==> config.mk <==
export PLATFORM = sky130hd
export DESIGN_NAME = serial_sub_4bit
export DESIGN_NICKNAME = d
export VERILOG_FILES = /design/src/rtl/serial_sub_4bit.sv
export SDC_FILE = /design/constraint.sdc
export NUM_CORES = 1
export LEC_CHECK = 0
export ABC_AREA = 1
export CORE_ASPECT_RATIO = 1.5
export CORE_MARGIN = 2
export CORE_UTILIZATION = 30
export DETAILED_ROUTE_END_ITERATION = 7
export PLACE_DENSITY = 0.62
export SYNTH_ARGS = -nofsm -noshare
export SYNTH_HDL_FRONTEND = slang
export SYNTH_SLANG_ARGS = --single-unit
export TNS_END_PERCENT = 5
==> constraint.sdc <==
create_clock -name clk -period 1.85 [get_ports clk]
set_clock_uncertainty 0.1 [all_clocks]
set_input_delay 0.185 -clock clk [delete_from_list [all_inputs] [get_ports clk]]
set_output_delay 0.185 -clock clk [all_outputs]
set_load 0.05 [all_outputs]
==> src/rtl/serial_sub_4bit.sv <==
// Bit-serial subtractor: computes a - b - b_in one bit per clock, LSB first,
// using a single borrow flip-flop. A start/busy/done handshake sequences it.
module serial_sub_4bit #(
    parameter int WIDTH = 4
) (
    input  logic             clk,
    input  logic             rst,
    input  logic             start,
    input  logic [WIDTH-1:0] a,
    input  logic [WIDTH-1:0] b,
    input  logic             b_in,
    output logic [WIDTH-1:0] diff,
    output logic             b_out,
    output logic             busy,
    output logic             done
);

    localparam int             CW   = (WIDTH > 1) ? $clog2(WIDTH) : 1;
    localparam logic [CW-1:0]  LAST = CW'(WIDTH - 1);

    typedef enum logic {
        IDLE,
        RUN
    } state_t;

    state_t           state_q, state_d;
    logic [WIDTH-1:0] a_sh_q, a_sh_d;
    logic [WIDTH-1:0] b_sh_q, b_sh_d;
    logic [WIDTH-1:0] res_sh_q, res_sh_d;
    logic [CW-1:0]    cnt_q, cnt_d;
    logic             br_q, br_d;
    logic [WIDTH-1:0] diff_q, diff_d;
    logic             b_out_q, b_out_d;
    logic             done_q, done_d;

    logic ai, bi, d_bit, br_next;

    assign ai      = a_sh_q[0];
    assign bi      = b_sh_q[0];
    assign d_bit   = ai ^ bi ^ br_q;
    assign br_next = (~ai & bi) | (~(ai ^ bi) & br_q);

    always_comb begin
        // NOTE: every next-state signal gets a hold/default value first so no
        // path through the case below can leave one unassigned (no latches).
        state_d  = state_q;
        a_sh_d   = a_sh_q;
        b_sh_d   = b_sh_q;
        res_sh_d = res_sh_q;
        cnt_d    = cnt_q;
        br_d     = br_q;
        diff_d   = diff_q;
        b_out_d  = b_out_q;
        done_d   = 1'b0;

        case (state_q)
            IDLE: begin
                if (start) begin
                    a_sh_d  = a;
                    b_sh_d  = b;
                    br_d    = b_in;
                    cnt_d   = '0;
                    state_d = RUN;
                end
            end
            RUN: begin
                a_sh_d   = a_sh_q >> 1;
                b_sh_d   = b_sh_q >> 1;
                br_d     = br_next;
                // New bit enters at the MSB; after WIDTH shifts the first bit sits at bit 0.
                res_sh_d = WIDTH'({d_bit, res_sh_q} >> 1);
                cnt_d    = cnt_q + CW'(1);
                if (cnt_q == LAST) begin
                    diff_d  = res_sh_d;
                    b_out_d = br_next;
                    done_d  = 1'b1;
                    cnt_d   = '0;
                    state_d = IDLE;
                end
            end
            default: state_d = IDLE;
        endcase
    end

    always_ff @(posedge clk) begin
        // NOTE: state uses non-blocking assignments so all registers update
        // together from values sampled before the edge.
        if (rst) begin
            state_q  <= IDLE;
            a_sh_q   <= '0;
            b_sh_q   <= '0;
            res_sh_q <= '0;
            cnt_q    <= '0;
            br_q     <= 1'b0;
            diff_q   <= '0;
            b_out_q  <= 1'b0;
            done_q   <= 1'b0;
        end else begin
            state_q  <= state_d;
            a_sh_q   <= a_sh_d;
            b_sh_q   <= b_sh_d;
            res_sh_q <= res_sh_d;
            cnt_q    <= cnt_d;
            br_q     <= br_d;
            diff_q   <= diff_d;
            b_out_q  <= b_out_d;
            done_q   <= done_d;
        end
    end

    assign diff  = diff_q;
    assign b_out = b_out_q;
    assign busy  = (state_q == RUN);
    assign done  = done_q;

endmodule

Run 1, power grid:
Pins as bars on the die edge. Tap cells in gray.
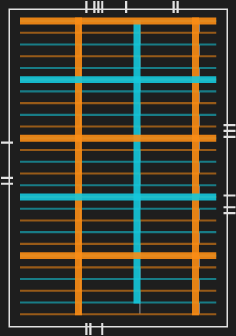
| color | net |
|---|---|
| orange | VSS |
| cyan | VDD |
met4 straps: 3
rows: 25
met1 rails: 26
tap cells: 40

Run 1, placed cells, one color a class:
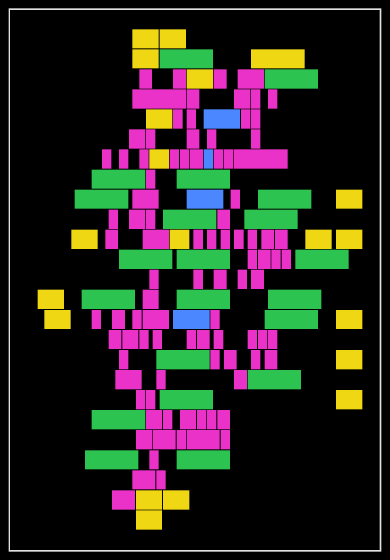
| color | class | cells | share of their area |
|---|---|---|---|
| blue | clock drivers and dummy loads | 4 | 3.9% |
| magenta | combinational and other logic | 93 | 42% |
| green | flops | 21 | 36% |
| yellow | other buffers and delay cells | 20 | 18% |
row count: 25
Core ar.: 3097 um2

Run 1, clock network drawn from the DEF:
Scale bar: 20 um.
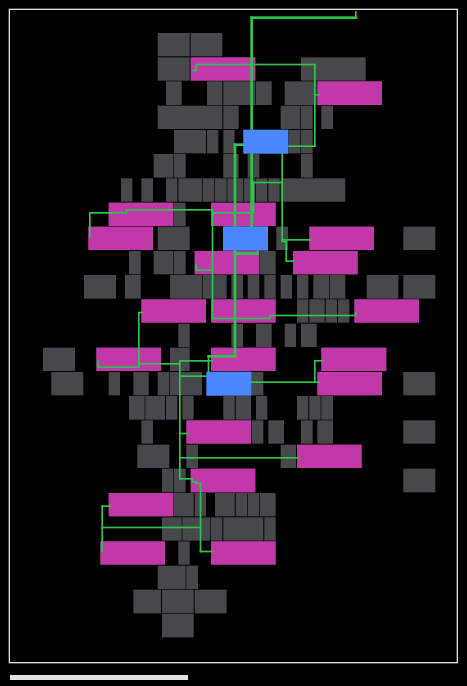
[green] clock wires | length: 282 um
[magenta] flip-flops | count: 21
[blue] clock drivers | count: 3
routed clock nets: 4

==> metrics.cfg, run 1 <==
[min_path]
holdCritStartpoint = res_sh_q[1]$_SDFFE_PP0P_

[cells_and_area]
logic_area_um2 = 429.2
nFillCells = 318
flop_area_um2 = 420.4
syn_to_final_growth_pct = 25.29
nets = 153
nonClkBufAreaFrac_pct = 17.07
multiInputCombCellCount = 79
clk_share_pct = 3.746
layout-drive-gt1-share_pct = 18.12
n_all_buffers = 20

[worst_setup_path]
cp-startpoint = b_out$_SDFFE_PP0P_
path_delay_family = buffers and inverters
end_kind = output port
cp-start-kind = register

[flow_run]
maxCapViolCount = 0

[die]
fp_util_pct = 30.99
die_w_um = 50.18
die-area_um2 = 3677
io_pins = 19
dieHeight_um = 73.27

[power_and_ir_drop]
powerComb_uw = 132
p_comb_share_pct = 14.2
sw_frac_of_total_pct = 25.60
clock_power_share_pct = 32.8

[global_routing]
grt_pass1_wl_um = 3105
grt_pass1_vias = 750

[placed_design]
portBuffers = 18

[cts]
cts_root_buf = clkbuf_8
hold_buffers = 0
tritoncts = built
post_cts_resized = 0

[synthesis]
syn-instance-count = 119
ys_types = 16
yosys.area.top_type_share_pct = 43.81
synth_top_cell_by_area = dfxtp_1

[routing]
drt_pre_antenna_iters = 4
drc_errors = 0
vias_per_cell = 4.461

[run_status]
status = finished clean

run 1: sequential cells by signal, summed over array words and instances, names as in the netlist:
name,count
diff,4
cnt_q,2
busy,1
b_out,1
done,1
a_sh_q,4
b_sh_q,4
res_sh_q,3
br_q,1
run 1: worst register-to-register path, stage by stage, from the launching register on:
cell and delay [ns]:
dfxtp_1 0.49, buf_4 0.23, nand2_1 0.16, nand3_1 0.10, o21ai_0 0.09
run 1: cells by family after synthesis:
| family | share of synthesized area (%) |
|---|---|
| and+or+nand+nor | 35.98 |
| AOI/OAI and AO/OA | 5.346 |
| DFF | 43.81 |
| buffers and inverters | 11.47 |
| adders and majority gates | 3.390 |
run 1: metal layers:
layer / part of all wire [%] / routed length [um] / vias up / GRT usage [%]
met5: 0 / 0 / - / 0
li1: - / - / 408 / -
met2: 52 / 935 / 18 / 19.30
met1: 43 / 775 / 363 / 12.17
met4: 2.6 / 48 / 0 / 7.099
met3: 2.9 / 53 / 5 / 1.829
run 1: cell usage in the layout, fill, tap and decap left out, types with 3 or more instances in the layout:
cell	instances
dfxtp_1	21
a21oi_2	3
nand2_1	29
o21ai_0	5
inv_1	12
nand2_2	8
nor2_1	11
nand3_2	5
clkbuf_8	3
nand3_1	15
clkdlybuf4s50_1	17
run 1: stage by stage:
step                      instances  instance area [um2]  worst slack, ns  hold slack [ns]
after floorplan                 119                959.7           0.4526           0.1474
after global routing            178                 1202           0.1119           0.3820
after global placement          174                 1157           0.2725           0.3272
after detailed placement        174                 1157           0.2748           0.3392
after CTS                       178                 1202           0.1525           0.3533
final                           178                 1202           0.1610           0.3520
==> run 2: changes to the inputs <==
CTS_BUF_LIST = sky130_fd_sc_hd__clkbuf_8   (was unset)
GPL_TIMING_DRIVEN = 0   (was unset)
SKIP_LAST_GASP = 1   (was unset)
Run 2, clock network drawn from the DEF:
Scale bar: 20 um.
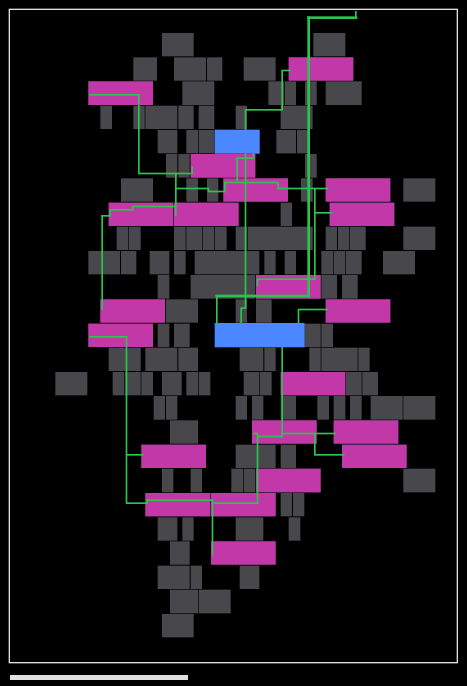
[green] clock wires | length: 273 um
[blue] clock drivers | count: 3
[magenta] flip-flops | count: 21
routed clock nets: 4

Run 2, power grid:
Pins as bars on the die edge. Tap cells in gray.
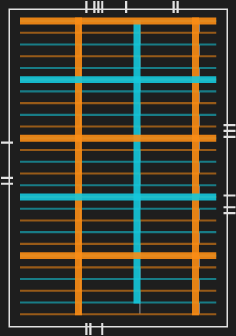
maximum vdd drop: 0.0004594 V
die width: 50.18 um
Die Y-Extent: 73.27 um

==> run 2 against run 1 <==
Sequential power is essentially flat. Core utilization is 0.73 points higher. Final cell count up 1.1%. Largest cell class unchanged.
==> metrics.cfg, run 2 <==
[cells_and_area]
nFillCells = 319  ; +0.31%
syn_to_final_growth_pct = 27.64
nets = 155  ; +1.3%
layout_top_cells = 29 x nand2_1, 21 x dfxtp_1, 17 x clkdlybuf4s50_1

[global_routing]
gr-usage-met3_pct = 2.033  ; +0.20 points
grt.met2_usage_pct = 22.08  ; +2.8 points
grt_pass1_wl_um = 3367  ; +8.4%

[synthesis]
syn-instance-count = 119  ; unchanged
ys_types = 16  ; unchanged
synth_top_cell_by_area = dfxtp_1
yosys.area.top_type_share_pct = 43.81  ; unchanged

[routing]
drc_errors = 0  ; unchanged
wl_met3_um = 54  ; +1.9%
wl_met1_um = 734  ; -5.3%
drt_pre_antenna_iters = 4  ; unchanged
topRoutingLayerUsed = met4

[cts]
cts_root_buf = clkbuf_8
hold_buffers = 0  ; unchanged

[placed_design]
portBuffers = 17  ; -1

[worst_setup_path]
path_delay_family = buffers and inverters
cp-start-kind = register

[die]
io_pins = 19  ; unchanged

[run_status]
status = finished clean

Run 2, placed cells, one color a class:
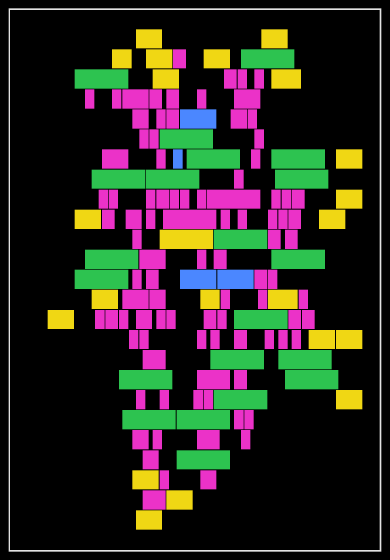
| color | class | cells | share of their area |
|---|---|---|---|
| magenta | combinational and other logic | 93 | 41% |
| blue | clock drivers and dummy loads | 4 | 3.8% |
| yellow | other buffers and delay cells | 22 | 19% |
| green | flops | 21 | 36% |

run 2: cell counts after synthesis:
Identical to the previous run, type by type.
run 2: logic make-up (layout without fill, tap and decap cells):
group | Yosys count | after routing | synth area share (%)
and+or+nand+nor | 69 | 69 | 35.98
DFF | 21 | 21 | 43.81
buffers and inverters | 19 | 40 | 11.47
AOI/OAI and AO/OA | 8 | 8 | 5.346
adders and majority gates | 2 | 2 | 3.390
run 2: cell type report:
cell class | count | area, um2 | area share, %
buffer | 5 | 57.56 | 4.699
clock buffer | 3 | 41.29 | 3.371
clock inverter | 1 | 3.754 | 0.3064
inverter | 14 | 52.55 | 4.290
multi-input combinational | 79 | 429.2 | 35.04
sequential | 21 | 420.4 | 34.32
tap | 40 | 50.05 | 4.086
timing repair buffer | 17 | 170.2 | 13.89
run 2: path summary, 6_finish.rpt:
check,from,end,slack (ns),depth (start not counted)
worst max-delay path,busy$_SDFF_PP0_,busy,0.16,1
worst min-delay path,start,a_sh_q[3]$_SDFFE_PP0P_,0.26,5
worst max register to register,b_sh_q[0]$_SDFFE_PP0P_,br_q$_SDFFE_PP0P_,0.60,7
worst min register to register,diff[3]$_SDFFE_PP0P_,diff[3]$_SDFFE_PP0P_,0.37,2
run 2: power by group:
part	total [mW]	internal [mW]	switching (mW)
sequential	0.487	0.473	0.0140
combinational	0.140	0.0663	0.0741
clock	0.288	0.148	0.141
total	0.916	0.687	0.229
run 2: through the flow:
step	cells	instance area, um2	hold WS (ns)	power [mW]
5_1_grt	180	1225	0.2859	0.9672
4_1_cts	180	1225	0.2625	0.9297
6_report	180	1225	0.2618	0.9159
3_5_place_dp	176	1180	0.3634	0.6409
2_1_floorplan	119	959.7	0.1474	0.5922
3_3_place_gp	176	1180	0.3265	0.6359
Power is estimated from default activity; no workload was simulated.
